==> config.mk <==
export PLATFORM = sky130hd
export DESIGN_NAME = hstl_bidir_xfer_ctrl
export DESIGN_NICKNAME = d
export VERILOG_FILES = /design/src/rtl/hstl_bidir_xfer_ctrl.sv
export SDC_FILE = /design/constraint.sdc
export NUM_CORES = 1
export LEC_CHECK = 0
export CORE_MARGIN = 2
export CORE_UTILIZATION = 44
export DETAILED_ROUTE_END_ITERATION = 10
export PLACE_DENSITY = 0.81
export SLEW_MARGIN = 20
export SYNTH_ARGS = -nofsm -noshare
export SYNTH_HDL_FRONTEND = slang
export SYNTH_SLANG_ARGS = --single-unit
==> constraint.sdc <==
create_clock -name CLK -period 3 [get_ports CLK]
set_clock_uncertainty 0.2 [all_clocks]
set_input_delay 0.6 -clock CLK [delete_from_list [all_inputs] [get_ports CLK]]
set_output_delay 0.6 -clock CLK [all_outputs]
set_load 0.005 [all_outputs]
Figure 1. Logic cells by family (run 1).
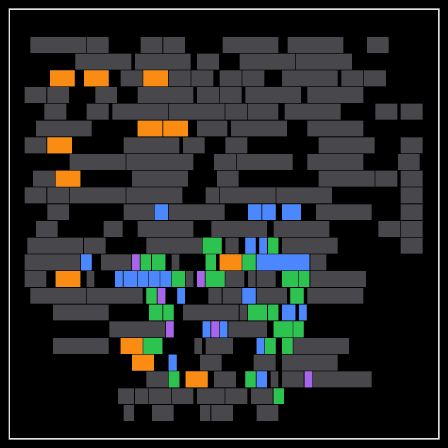
legend:
  orange:
    family: multiplexers
    cells: 12
    most_used: mux2_2
  green:
    family: inverting AOI/OAI gates
    cells: 24
    most_used: a21oi_1
  purple:
    family: inverters
    cells: 6
    most_used: inv_1
  blue:
    family: NOR gates
    cells: 22
    most_used: nor2_1
most instantiated logic cell after routing: clkdlybuf4s50_1
logic share of the area: 21.28%
Post-Layout Cell Count: 245

Figure 2. Clock routing (run 1).
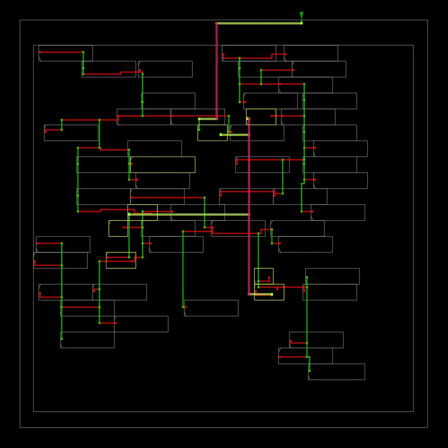
Clock net power: 469 µW
sequential cell count: 48
clk sink count: 48

Figure 3. Where the registers sit (run 1).
Other sequential cells in the stronger gray, the rest of the logic in the fainter gray.
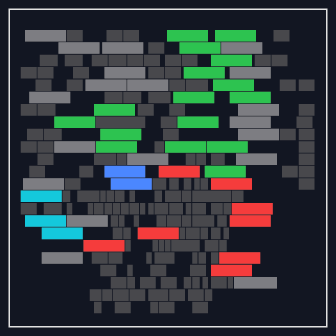
legend:
  red:
    signal: `cnt`
    placed_flops: 8
  blue:
    signal: `state`
    placed_flops: 2
  cyan:
    signal: `vld_pipe`
    placed_flops: 3
  green:
    signal: `rd_pipe`
    placed_flops: 16
not colored: 19
Reg area: 1202 µm²
Core Util, Final: 61.58%
sequential share of cell area: 48.12%

Figure 4. Placed cells, one color a class (run 1).
The bar under the picture is 20 µm long. Fill, decap, tap and diode cells in gray.
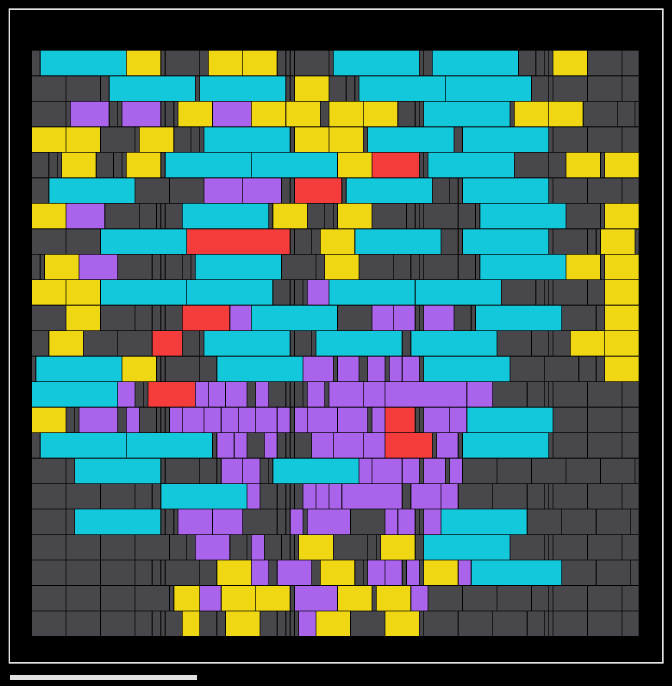
legend:
  red:
    class: clock drivers and dummy loads
    cells: 8
  purple:
    class: all other logic
    cells: 82
  yellow:
    class: other buffers and delay cells
    cells: 57
  cyan:
    class: flip-flops
    cells: 48
cell area after layout: 2499 µm²
std cell rows: 23
Core ar.: 4058 µm²

==> impl_metrics.csv <==
group,metric,value,unit
run,maxCapViolations,0,
power_and_ir_drop,clockPowerShare,20.4,%
power_and_ir_drop,powerDensity,923.0,nW/µm²
setup_path,worstSetupPathType,"flip-flop to output pin",
clock_tree,cts.clk_slew.worst_paths,90,ps
placement,dp_slack,631.0,ps
detailed_routing,dr.pass1.iters,4,
setup_path,crit_cells,3,
clock_tree,cts_tree,"done",
setup_path,slowest_delay,540,ps
clock_tree,cts_resized,0,
synth,top_cells_by_area,"dfrtp_1 (62%), buf_4 (6.3%), mux2_2 (4.8%)",
timing,final.setup.tns,0,ps
setup_path,path_max_fanout,13,
clock_tree,cts_root_buf,"clkbuf_8",
power_and_ir_drop,seqPwrFrac,42.8,%
min_path,min_path_cells,0,
global_route,grt_antenna_before_repair,0,
timing,min_period,2733,ps
setup_path,crit_family,"buffers and inverters",
synth,synth-seq-cells,48,
synth,flop_cell,"dfrtp_1",
synth,syn_inst,150,
synth,avgSynthCellArea,12.62,µm²
synth,ys_seq_share,63.52,%
timing,fin_crit_sh,91.10,%
global_route,gr-usage-all-layers,17.04,%
setup_path,start_kind,"flip-flop",
global_route,grt_max_degree,53,
cells_and_area,final_layout_size_suffix_gt1_share,11.79,%
die,die_h,69.59,µm
detailed_routing,wl_met2,2.062,mm
power_and_ir_drop,worst_ir_drop_vdd,0.4699,mV
setup_path,timing.critical_path.to_type,"output pin",
timing,rsz0062_at_grt,"false",
timing,setup_viol,0,
synth,syn_nets,181,
synth,yosysMostFrequentCell,"dfrtp_1",
setup_path,arrival,1930,ps
cells_and_area,fillers,303,
synth,yosysTopAreaCell,"dfrtp_1",
status,run_status,"finished clean",
power_and_ir_drop,intPower,1556,µW
die,dieArea,4843,µm²
timing,maxSlewViolCount,0,
placement,gp_congestion,0.9138,
cells_and_area,n_antenna_cell,0,
setup_path,r2r_slack,610,ps
cells_and_area,area_growth_syn_to_layout,31.99,%
detailed_routing,met3_length,250,µm
cells_and_area,combGateArea,531.8,µm²
timing,fmax,365.9,MHz
detailed_routing,wl_per_cell,15.71,µm
synth,ys_cells,150,
detailed_routing,drc,0,
synth,synth_top_area_share,62.13,%
timing,worst_pin_slew,608.6,ps
power_and_ir_drop,switchingPower,750.3,µW
setup_path,crit_buf_inv,2,
min_path,hp-class,"flip-flop to flip-flop",
setup_path,crit_chain,"inv_1, nor2_1, clkdlybuf4s50_1",
global_route,grt_pass1_wl,6.520,mm
cells_and_area,final_nets,225,
timing,max_slew_margin,59.43,%
power_and_ir_drop,comb_power_share,36.8,%
timing,worst_slack,267.0,ps
detailed_routing,dr.first_iter.drc_count,109,
clock_tree,clk_latency,300,ps
clock_tree,numCtsBuffers,5,
detailed_routing,via_per_inst,5.371,
synth,yosysChipArea,1893,µm²
setup_path,cpMaxStageDelayCell,"dfrtp_1",
placement,port_buffers,56,
clock_tree,hold_buffers,0,
synth,synth_cell_type_count,32,
timing,hold_viol,0,
timing,hold-worst-slack,154.7,ps
synth,top_cells_by_count,"dfrtp_1 (47), buf_4 (16), a21oi_1 (9)",
synth,synth_area,1893,µm²
power_and_ir_drop,swShare,32.53,%
clock_tree,clk_path_buf_depth,2,
detailed_routing,wirelength,3.849,mm
clock_tree,cts_htree_levels,2,
cells_and_area,final_cell_mix,"clkdlybuf4s50_1 (55), dfrtp_1 (47), a21oi_1 (9)",
global_route,grt_pass1_vias,1355,
detailed_routing,antenna_left,0,
setup_path,required,2200,ps
==> run 1: power by group through the flow <==
| stage | Combinational [µW] | Clock, µW | Sequential [µW] |
|---|---|---|---|
| after global routing | 925 | 510 | 1010 |
| after detailed placement | 848 | 0 | 994 |
| after floorplan | 542 | 0 | 936 |
| final | 850 | 469 | 987 |
| after global placement | 815 | 0 | 976 |
| after CTS | 853 | 477 | 985 |
==> run 1: metrics by stage <==
stage	instances	total power (µW)
floorplan	150	1478
CTS	245	2315
global placement	237	1791
global route	245	2448
detailed placement	237	1841
finish	245	2306
==> run 1: worst register-to-register path, stage by stage, from the launching register on <==
cell,delay [ps]
dfrtp_1,470
or4_1,660
nor4b_4,510
o31a_4,270
mux2i_1,200
==> run 1: cell families after synthesis <==
logic type               after synthesis  synth area share, %
AND-OR/OR-AND                         25                8.725
AND/OR/NAND/NOR                       37                11.17
multiplexers                          12                6.874
flip-flops                            48                63.52
adder cells (fa/ha/maj)                2                1.322
buffers and inverters                 26                8.394
==> run 1: metal layers <==
| metal | vias up | track usage, % |
|---|---|---|
| met4 | 0 | 6.100 |
| li1 | 600 | - |
| met5 | - | 0 |
| met3 | 10 | 3.052 |
| met1 | 641 | 20.37 |
| met2 | 65 | 30.66 |
==> run 1: layout make-up <==
cell class | instances | area share (%)
Clock inverter | 3 | 1.903
Multi-Input combinational cell | 76 | 21.28
Inverter | 6 | 0.9014
Timing Repair Buffer | 57 | 22.53
Sequential cell | 48 | 48.12
Clock buffer | 5 | 2.754
Tap cell | 50 | 2.504
Power figures rest on the tool's default switching activity, not on a simulated workload.
